$ cat config.mk
export PLATFORM = sky130hd
export DESIGN_NAME = adder_rr_scheduler
export DESIGN_NICKNAME = d
export VERILOG_FILES = /design/src/rtl/adder_rr_scheduler.sv
export SDC_FILE = /design/constraint.sdc
export NUM_CORES = 1
export LEC_CHECK = 0
export CAP_MARGIN = 5
export CORE_AREA = 3 3 155 157
export DETAILED_ROUTE_END_ITERATION = 10
export DIE_AREA = 0 0 158 160
export HOLD_SLACK_MARGIN = 0.08
export PLACE_DENSITY = 0.71
export SLEW_MARGIN = 20
export SYNTH_ARGS = -nofsm -noshare
export SYNTH_HDL_FRONTEND = slang
export SYNTH_SLANG_ARGS = --single-unit
$ cat constraint.sdc
create_clock -name clk_i -period 1.9 [get_ports clk_i]
set_input_delay 0.285 -clock clk_i [delete_from_list [all_inputs] [get_ports clk_i]]
set_output_delay 0.285 -clock clk_i [all_outputs]
set_load 0.01 [all_outputs]
$ cat src/rtl/adder_rr_scheduler.sv
// Round-robin front end for one shared combinational adder: grants one requester
// at a time, holds its operands for ADD_LAT cycles and returns the tagged result.
module adder_rr_scheduler #(
  parameter int WIDTH   = 32,
  parameter int NUM_REQ = 4,
  parameter int ID_W    = $clog2(NUM_REQ),
  parameter int ADD_LAT = 2
) (
  input  logic                     clk_i,
  input  logic                     rst_ni,
  input  logic [NUM_REQ-1:0]       req_valid_i,
  output logic [NUM_REQ-1:0]       req_ready_o,
  input  logic [NUM_REQ*WIDTH-1:0] req_a_i,
  input  logic [NUM_REQ*WIDTH-1:0] req_b_i,
  input  logic [NUM_REQ-1:0]       req_cin_i,
  output logic [WIDTH-1:0]         add_a_o,
  output logic [WIDTH-1:0]         add_b_o,
  output logic                     add_cin_o,
  input  logic [WIDTH-1:0]         add_sum_i,
  input  logic                     add_cout_i,
  output logic                     rsp_valid_o,
  input  logic                     rsp_ready_i,
  output logic [ID_W-1:0]          rsp_id_o,
  output logic [WIDTH-1:0]         rsp_sum_o,
  output logic                     rsp_cout_o,
  output logic                     rsp_of_o
);

  typedef enum logic [1:0] {IDLE, CALC, RESP} state_e;

  state_e             state_q, state_d;
  logic [ID_W-1:0]    rr_ptr_q, rr_ptr_d;
  logic [3:0]         cnt_q, cnt_d;
  logic [WIDTH-1:0]   add_a_q, add_a_d;
  logic [WIDTH-1:0]   add_b_q, add_b_d;
  logic               add_cin_q, add_cin_d;
  logic               rsp_valid_q, rsp_valid_d;
  logic [ID_W-1:0]    rsp_id_q, rsp_id_d;
  logic [WIDTH-1:0]   rsp_sum_q, rsp_sum_d;
  logic               rsp_cout_q, rsp_cout_d;
  logic               rsp_of_q, rsp_of_d;

  logic               grant_vld;
  logic [ID_W-1:0]    grant_idx;
  logic [ID_W-1:0]    cand;

  // First valid requester at or after rr_ptr, wrapping modulo NUM_REQ.
  always_comb begin
    grant_vld = 1'b0;
    grant_idx = '0;
    cand      = '0;
    for (int k = 0; k < NUM_REQ; k++) begin
      cand = ID_W'((int'(rr_ptr_q) + k) % NUM_REQ);
      if (!grant_vld && req_valid_i[cand]) begin
        grant_vld = 1'b1;
        grant_idx = cand;
      end
    end
  end

  always_comb begin
    state_d     = state_q;
    rr_ptr_d    = rr_ptr_q;
    cnt_d       = cnt_q;
    add_a_d     = add_a_q;
    add_b_d     = add_b_q;
    add_cin_d   = add_cin_q;
    rsp_valid_d = rsp_valid_q;
    rsp_id_d    = rsp_id_q;
    rsp_sum_d   = rsp_sum_q;
    rsp_cout_d  = rsp_cout_q;
    rsp_of_d    = rsp_of_q;
    req_ready_o = '0;
    unique case (state_q)
      IDLE: begin
        if (grant_vld) begin
          req_ready_o[grant_idx] = 1'b1;
          add_a_d   = req_a_i[int'(grant_idx)*WIDTH +: WIDTH];
          add_b_d   = req_b_i[int'(grant_idx)*WIDTH +: WIDTH];
          add_cin_d = req_cin_i[grant_idx];
          rsp_id_d  = grant_idx;
          cnt_d     = 4'(ADD_LAT - 1);
          state_d   = CALC;
        end
      end
      CALC: begin
        if (cnt_q == 4'd0) begin
          rsp_sum_d   = add_sum_i;
          rsp_cout_d  = add_cout_i;
          rsp_of_d    = (add_a_q[WIDTH-1] == add_b_q[WIDTH-1]) &&
                        (add_sum_i[WIDTH-1] != add_a_q[WIDTH-1]);
          rsp_valid_d = 1'b1;
          state_d     = RESP;
        end else begin
          cnt_d = cnt_q - 4'd1;
        end
      end
      RESP: begin
        // Pointer moves past the requester just served, so it drops to lowest priority.
        if (rsp_ready_i) begin
          rsp_valid_d = 1'b0;
          rr_ptr_d    = (rsp_id_q == ID_W'(NUM_REQ - 1)) ? '0 : rsp_id_q + 1'b1;
          state_d     = IDLE;
        end
      end
      default: state_d = IDLE;
    endcase
  end

  always_ff @(posedge clk_i or negedge rst_ni) begin
    if (!rst_ni) begin
      state_q     <= IDLE;
      rr_ptr_q    <= '0;
      cnt_q       <= '0;
      add_a_q     <= '0;
      add_b_q     <= '0;
      add_cin_q   <= 1'b0;
      rsp_valid_q <= 1'b0;
      rsp_id_q    <= '0;
      rsp_sum_q   <= '0;
      rsp_cout_q  <= 1'b0;
      rsp_of_q    <= 1'b0;
    end else begin
      state_q     <= state_d;
      rr_ptr_q    <= rr_ptr_d;
      cnt_q       <= cnt_d;
      add_a_q     <= add_a_d;
      add_b_q     <= add_b_d;
      add_cin_q   <= add_cin_d;
      rsp_valid_q <= rsp_valid_d;
      rsp_id_q    <= rsp_id_d;
      rsp_sum_q   <= rsp_sum_d;
      rsp_cout_q  <= rsp_cout_d;
      rsp_of_q    <= rsp_of_d;
    end
  end

  assign add_a_o     = add_a_q;
  assign add_b_o     = add_b_q;
  assign add_cin_o   = add_cin_q;
  assign rsp_valid_o = rsp_valid_q;
  assign rsp_id_o    = rsp_id_q;
  assign rsp_sum_o   = rsp_sum_q;
  assign rsp_cout_o  = rsp_cout_q;
  assign rsp_of_o    = rsp_of_q;

endmodule

Run 1, the metal 1 layer:
Scale: 4 px per um. Supply wires on this layer in grey.
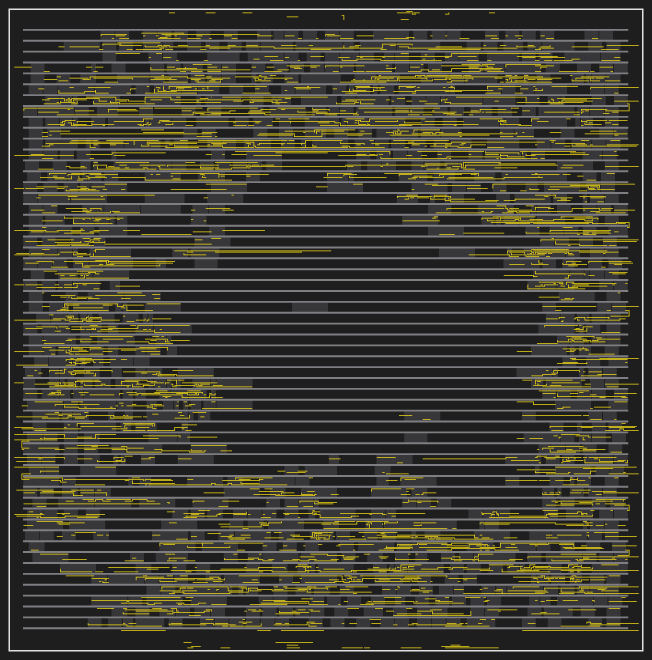
main direction: horizontal
longest straight run: 39.1 um
vias: 6003
total detailed-routing wirelength: 24340 um
met1 demand-to-capacity share in global routing: 0.2116

Run 1, placed standard cells:
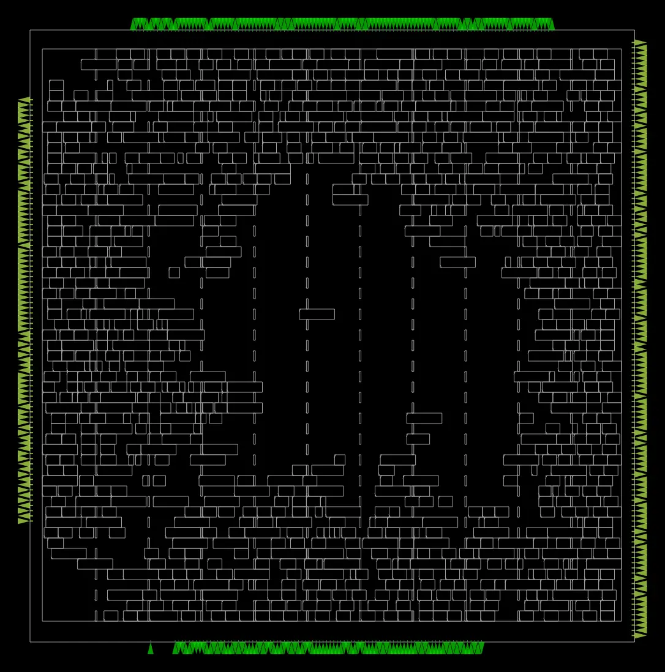
number of rows created at floorplan: 55
filler instances: 2028
area of the core: 22640 um^2

==> qor.log, run 1 <==
qor: logic_synthesis.floorplan.nets 809
qor: worst_setup_path.worstSetupEndpointType output pin
qor: grt.globalRouteOverflowTotal 0
qor: status.failed_checks negative setup slack
qor: floorplanning.die-width 158 um
qor: sta.worst_slack -249.7 ps
qor: cells_and_area.finish.utilization 0.5135
qor: cells_and_area.final_area 11620 um^2
qor: job.warning_count 31
qor: logic_synthesis.most_frequently_used_flop_master_after_synthesis sky130_fd_sc_hd__dfrtp_1
qor: floorplanning.die_h 160 um
qor: logic_synthesis.synthTopLogicFamily multiplexers
qor: logic_synthesis.synth.avg_cell_area 11.69 um^2
qor: detailed_routing.drtIter0Drc 255
qor: floorplanning.core_util_floorplan 0.2617
qor: logic_synthesis.most_numerous_cell_types_in_the_synthesized_netlist 131 x sky130_fd_sc_hd__mux2i_1, 110 x sky130_fd_sc_hd__dfrtp_1, 77 x sky130_fd_sc_hd__nand2_1
qor: clock_tree.clock_tree.root_cell sky130_fd_sc_hd__clkbuf_16
qor: logic_synthesis.synthAoiAreaFrac 0.1309
qor: grt.grt_max_degree 111
qor: grt.grt_antenna_before_repair 0
qor: sta.timing.final.crit_share 1.131
qor: logic_synthesis.synthDominantAreaCellType sky130_fd_sc_hd__dfrtp_1
qor: sta.setup_viol 69
qor: logic_synthesis.seq_area_frac_synth 0.4646
qor: logic_synthesis.postSynth.asyncResetShare 1.000
qor: sta.timing.max_slew.rel_slack 0.5650
qor: min_path.worstHoldPathType reg -> reg
qor: sta.grt_setup_unrepaired true
qor: place.globalplace.congestion 0.8428
qor: clock_tree.cts_inserted_buffers 9
qor: detailed_routing.antenna_violating_nets_post_route 0
qor: logic_synthesis.yosys-mux-area-fraction 0.2860
qor: clock_tree.clkLatencyLatePin 350 ps
qor: grt.first_global_vias 6034
qor: logic_synthesis.netlist_area_pre_place 5924 um^2
qor: logic_synthesis.ys_top_cells_by_area sky130_fd_sc_hd__dfrtp_1 46%, sky130_fd_sc_hd__mux2i_1 22%, sky130_fd_sc_hd__o221ai_1 6.7%, sky130_fd_sc_hd__mux2_2 6.5%, sky130_fd_sc_hd__o221ai_2 5.1%
qor: cells_and_area.finished_layout_cells 1239
qor: logic_synthesis.synth-seq-cells 110
qor: clock_tree.cts_num_sinks 110
qor: grt.grt_util_all_layers 0.1749
qor: clock_tree.cts.htree.levels 3
qor: floorplanning.chipArea 25280 um^2
qor: grt.wire_length_of_the_first_global_routing_pass 34340 um
qor: job.max-cap-violations 0
qor: status.outcome complete, but fails checks
qor: sta.timing.final.hold_violations 0
Run 1, cell density map:
Scale: 2 px per um. 16 x 16 tiles, from dark blue (low) to red (high), 0 to 100% covered.
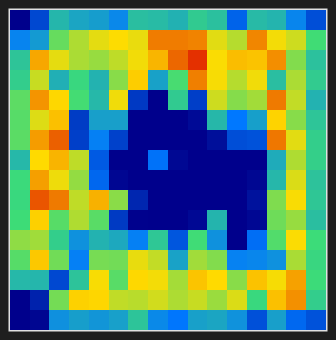
fullest tile: 95%
tiles over 75% full: 15%
nearly empty tiles: 15%
mean over tiles: 45%

run 1: final cells by class:
type | count | area, um^2 | share of cell area
sequential | 110 | 2755 | 0.2370
multi-input combinational | 350 | 3328 | 0.2863
timing repair buffer | 474 | 4858 | 0.4179
clock buffer | 9 | 225.2 | 0.01937
clock inverter | 7 | 86.33 | 0.007427
inverter | 4 | 15.01 | 0.001292
tap | 285 | 356.6 | 0.03067
run 1: worst max-delay path: stages, from the launching register on:
cell and delay (ps):
sky130_fd_sc_hd__dfrtp_2 460, sky130_fd_sc_hd__buf_6 130, sky130_fd_sc_hd__nor3b_4 190, sky130_fd_sc_hd__nor3_2 70, sky130_fd_sc_hd__or3_4 420, sky130_fd_sc_hd__nor2_4 130
sky130_fd_sc_hd__buf_6 110
run 1: layout by cell type, fill, tap and decap left out, types with 16 or more instances in the layout:
master,count
sky130_fd_sc_hd__buf_4,39
sky130_fd_sc_hd__clkdlybuf4s50_1,396
sky130_fd_sc_hd__dfrtp_1,108
sky130_fd_sc_hd__mux2_2,34
sky130_fd_sc_hd__mux2i_1,92
sky130_fd_sc_hd__mux2i_2,23
sky130_fd_sc_hd__mux2i_4,16
sky130_fd_sc_hd__nand2_1,77
sky130_fd_sc_hd__o221ai_1,42
sky130_fd_sc_hd__o221ai_2,23
run 1: stage by stage:
step                hold slack, ps  TNS (ps)
global route                 511.3    -19010
detailed placement           431.0    -37070
floorplan                   -10.59     -1883
finish                       492.8    -10920
global placement             428.8    -31640
CTS                          493.9    -11510
run 1: flip-flops by register name, summed over array words and instances, names as in the netlist:
name and cells:
rsp_valid_o 1, rsp_id_o 2, rsp_of_o 1, add_a_o 32, rsp_sum_o 32, add_b_o 32, cnt_q 4, state_q 2
add_cin_o 1, rr_ptr_q 2, rsp_cout_o 1
run 1: where the power goes:
group          total, uW  internal (uW)  switching (uW)  leakage [uW]
logic              10100           5730            4370       0.00342
registers           4190           3530             658       0.00133
clock network       1970            949            1030      0.000151
total              16300          10200            6050       0.00491
run 1: cells by family (layout without fill, tap and decap cells):
logic type,after synthesis,count (layout)
buffers and inverters,47,494
XOR/XNOR,2,2
multiplexers,165,165
flip-flops,110,110
adder cells (fa/ha/maj),2,2
AND-OR/OR-AND,78,78
AND/OR/NAND/NOR,103,103
run 1: final timing paths:
check	slack (ps)	from	cells past startpoint	to
max reg2reg	-230	rr_ptr_q[1]	9	add_b_o[30]
min reg2reg	490	add_b_o[4]	2	add_b_o[4]
min	490	add_b_o[4]	2	add_b_o[4]
min in group asynchronous	560	rst_ni	3	rsp_sum_o[7]
max	-250	rr_ptr_q[1]	6	req_ready_o[3]
max in group asynchronous	840	rst_ni	3	add_a_o[10]
run 1: routing by layer:
| metal | GRT usage | vias to the layer above | wire length, um |
|---|---|---|---|
| met4 | 0.04458 | 0 | 463 |
| met2 | 0.3049 | 270 | 12330 |
| li1 | - | 2785 | - |
| met5 | 0 | - | 0 |
| met3 | 0.04932 | 28 | 2065 |
| met1 | 0.2116 | 2920 | 9475 |
run 1: what timing repair did:
item	in CTS	in global routing
cloned	1	3
hold buffers	1	0
resized	59	58
setup endpoints to repair	73	98
pin swaps	3	2
buffers inserted	8	16
endpoints found under the hold margin	110	0
Run 1, nets reached from selected ports:
Scale: 2 px per um.
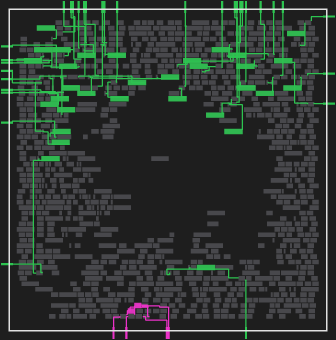

==> run 2: changes to the inputs <==
CORE_AREA = 5 5 153 155   (was 3 3 155 157)
PLACE_DENSITY = 0.74   (was 0.71)
TNS_END_PERCENT = 20   (was not set)
Run 2, nets reached from selected ports:
Scale: 2 px per um.
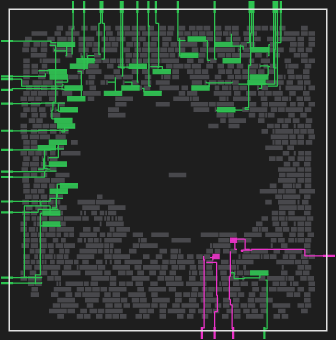
| colour | port | bits | direction | end cells | buffers | wire |
|---|---|---|---|---|---|---|
| magenta | req_cin_i | 4 | input | 2 | 4 | 193 um |
| green | add_a_o | 32 | output | 32 | 32 | 1440 um |
Top-Level Pins: 406
input/output buffers: 405

Run 2, the metal 1 layer:
Scale: 4 px per um. Supply wires on this layer in grey.
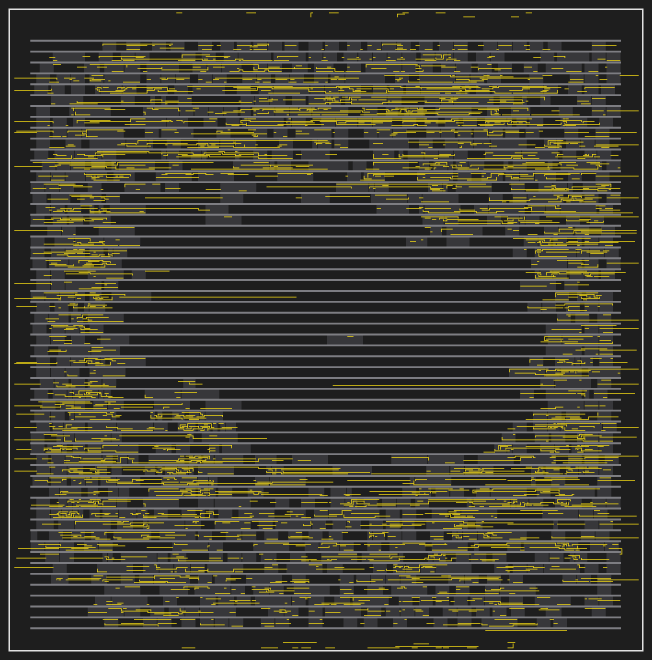
longest straight run: 55.7 um
wire length on this layer: 9310 um
main direction: horizontal
share of all routed wire: 37%
nets with wire on the layer: 1077
vias: 5940
total detailed-routing wirelength: 24900 um
met1 demand-to-capacity share in global routing: 0.2031

Run 2, placed standard cells:
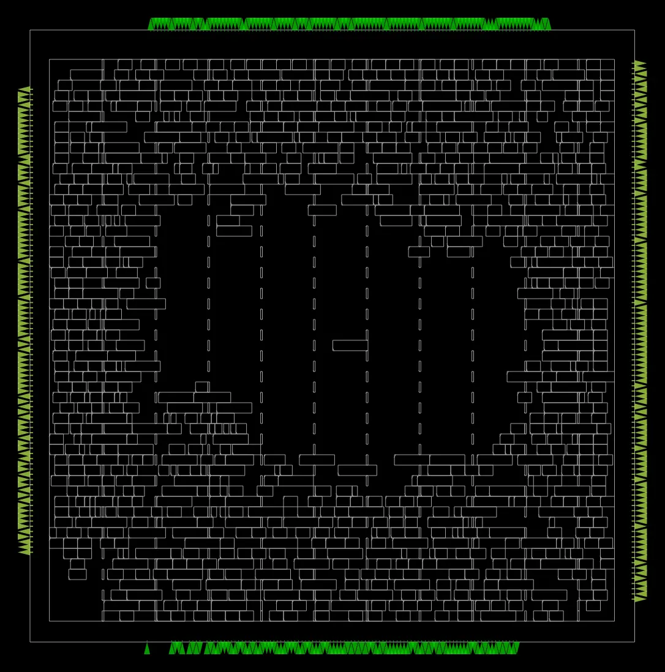
tap cells: 280
area of the core: 21690 um^2
Finished Layout Cells: 1228
number of sequential cells in the layout: 110
filler instances: 1848

==> run 2 against run 1 <==
Compared with the run above: the run still ends with negative setup slack left; register-to-register slack hardly changed; largest cell class unchanged; via count shrank 1.0%; combinational power hardly changed; sequential power about the same; wire length rose by 2.3%; synthesized cell count unchanged; cell count down 0.89%; final area about the same; worst hold slack worse by 29 ps.
==> qor.log, run 2 <==
qor: logic_synthesis.postSynth.asyncResetShare 1.000
qor: sta.grt_setup_unrepaired true
qor: clock_tree.cts_num_sinks 110
qor: grt.wire_length_of_the_first_global_routing_pass 35360 um
qor: detailed_routing.drtIter0Drc 265
qor: clock_tree.cts_inserted_buffers 9
qor: power.total_switching_power 6174 uW
qor: logic_synthesis.netlist_area_pre_place 5924 um^2
qor: floorplanning.die-width 158 um
qor: status.outcome complete, but fails checks
qor: grt.grt_max_degree 111
qor: logic_synthesis.yosys-mux-area-fraction 0.2860
qor: power.pwr-share-seq 0.256
qor: logic_synthesis.most_frequently_used_flop_master_after_synthesis sky130_fd_sc_hd__dfrtp_1
qor: sta.timing.final.hold_violations 0
qor: cells_and_area.layout_top_cells 398 x sky130_fd_sc_hd__clkdlybuf4s50_1, 108 x sky130_fd_sc_hd__dfrtp_1, 104 x sky130_fd_sc_hd__mux2i_1
qor: logic_synthesis.synthTopLogicFamily multiplexers
qor: cells_and_area.layout_top_cell_excl_fill_tap sky130_fd_sc_hd__clkdlybuf4s50_1
qor: grt.first_global_vias 6233
qor: worst_setup_path.timing.critical_path.slowest_cell_delay 410 ps
qor: grt.grt_antenna_before_repair 1
qor: sta.timing.final.crit_share 1.115
qor: grt.grt_util_all_layers 0.1796
qor: logic_synthesis.floorplan.nets 809
qor: floorplanning.core_util_floorplan 0.2732
qor: logic_synthesis.synth.avg_cell_area 11.69 um^2
qor: detailed_routing.antenna_violating_nets_post_route 0
qor: floorplanning.chipArea 25280 um^2
qor: logic_synthesis.seq_area_frac_synth 0.4646
qor: sta.setup_viol 61
qor: clock_tree.clkLatencyLatePin 360 ps
qor: floorplanning.core.rowCount 54
qor: min_path.worstHoldPathType in -> reg
qor: floorplanning.die_h 160 um
qor: sta.worst_slack -219.0 ps
qor: status.failed_checks negative setup slack
-- run 2: power by group through the flow --
stage	logic, uW	clock network (uW)	registers, uW
6_report	10200	2060	4200
5_1_grt	10800	2220	4340
4_1_cts	9770	2120	4200
3_5_place_dp	8860	0	4220
3_3_place_gp	8740	0	4190
2_1_floorplan	4050	0	4660
-- run 2: final cells by class --
class                      instances  area, um^2
fill                            1848       10070
clock inverter                     7       96.34
timing repair buffer             468        4925
clock buffer                       9       225.2
inverter                           4       15.01
sequential                       110        2755
tap                              280       350.3
multi-input combinational        350        3253
-- run 2: stage by stage --
step / util / instance area, um^2 / instances / setup TNS (ps) / hold WS (ps)
after floorplan: - / 5947 / 507 / -1883 / -10.59
after global placement: 0.4856 / 10530 / 1193 / -37670 / 425.6
after detailed placement: 0.4856 / 10530 / 1193 / -41680 / 428.5
after CTS: 0.5225 / 11330 / 1224 / -6122 / 492.7
after global routing: 0.5358 / 11620 / 1228 / -12790 / 459.3
final: 0.5358 / 11620 / 1228 / -6399 / 463.6
-- run 2: routing by layer --
layer,vias to the layer above,routed length (um),track usage
li1,2784,-,-
met1,2878,9309,0.2031
met2,243,13010,0.3235
met3,33,2036,0.04871
met4,2,524,0.05971
met5,-,19,0
-- run 2: cells by family after synthesis --
group                    after synthesis
AND/OR/NAND/NOR                      103
AND-OR/OR-AND                         78
flip-flops                           110
XOR/XNOR                               2
adder cells (fa/ha/maj)                2
buffers and inverters                 47
multiplexers                         165
-- run 2: critical path, delay by kind of cell, from the launching register on --
family / cells / cell delay (ps)
AND-OR/OR-AND: 2 / 260
multiplexers: 2 / 340
buffers and inverters: 6 / 870
AND/OR/NAND/NOR: 1 / 120
flip-flops: 1 / 410
-- run 2: worst paths after layout --
kind | depth (start not counted) | to | start | slack [ps]
setup / recovery | 11 | add_a_o[8] | rr_ptr_q[0] | -220
hold / removal | 5 | cnt_q[1] | req_valid_i[3] | 460
setup reg to reg | 11 | add_a_o[8] | rr_ptr_q[0] | -220
hold reg to reg | 2 | add_b_o[9] | add_b_o[9] | 490
max in group asynchronous | 3 | add_a_o[6] | rst_ni | 870
min in group asynchronous | 3 | rsp_sum_o[23] | rst_ni | 570
-- run 2: repair_timing --
item	in CTS	in global routing
setup endpoints to repair	73	74
buffers inserted	10	1
endpoints found under the hold margin	110	0
gates cloned	5	4
resized	81	35
pin swaps	23	5
hold buffers	1	0
Power and IR drop assume default switching activity.
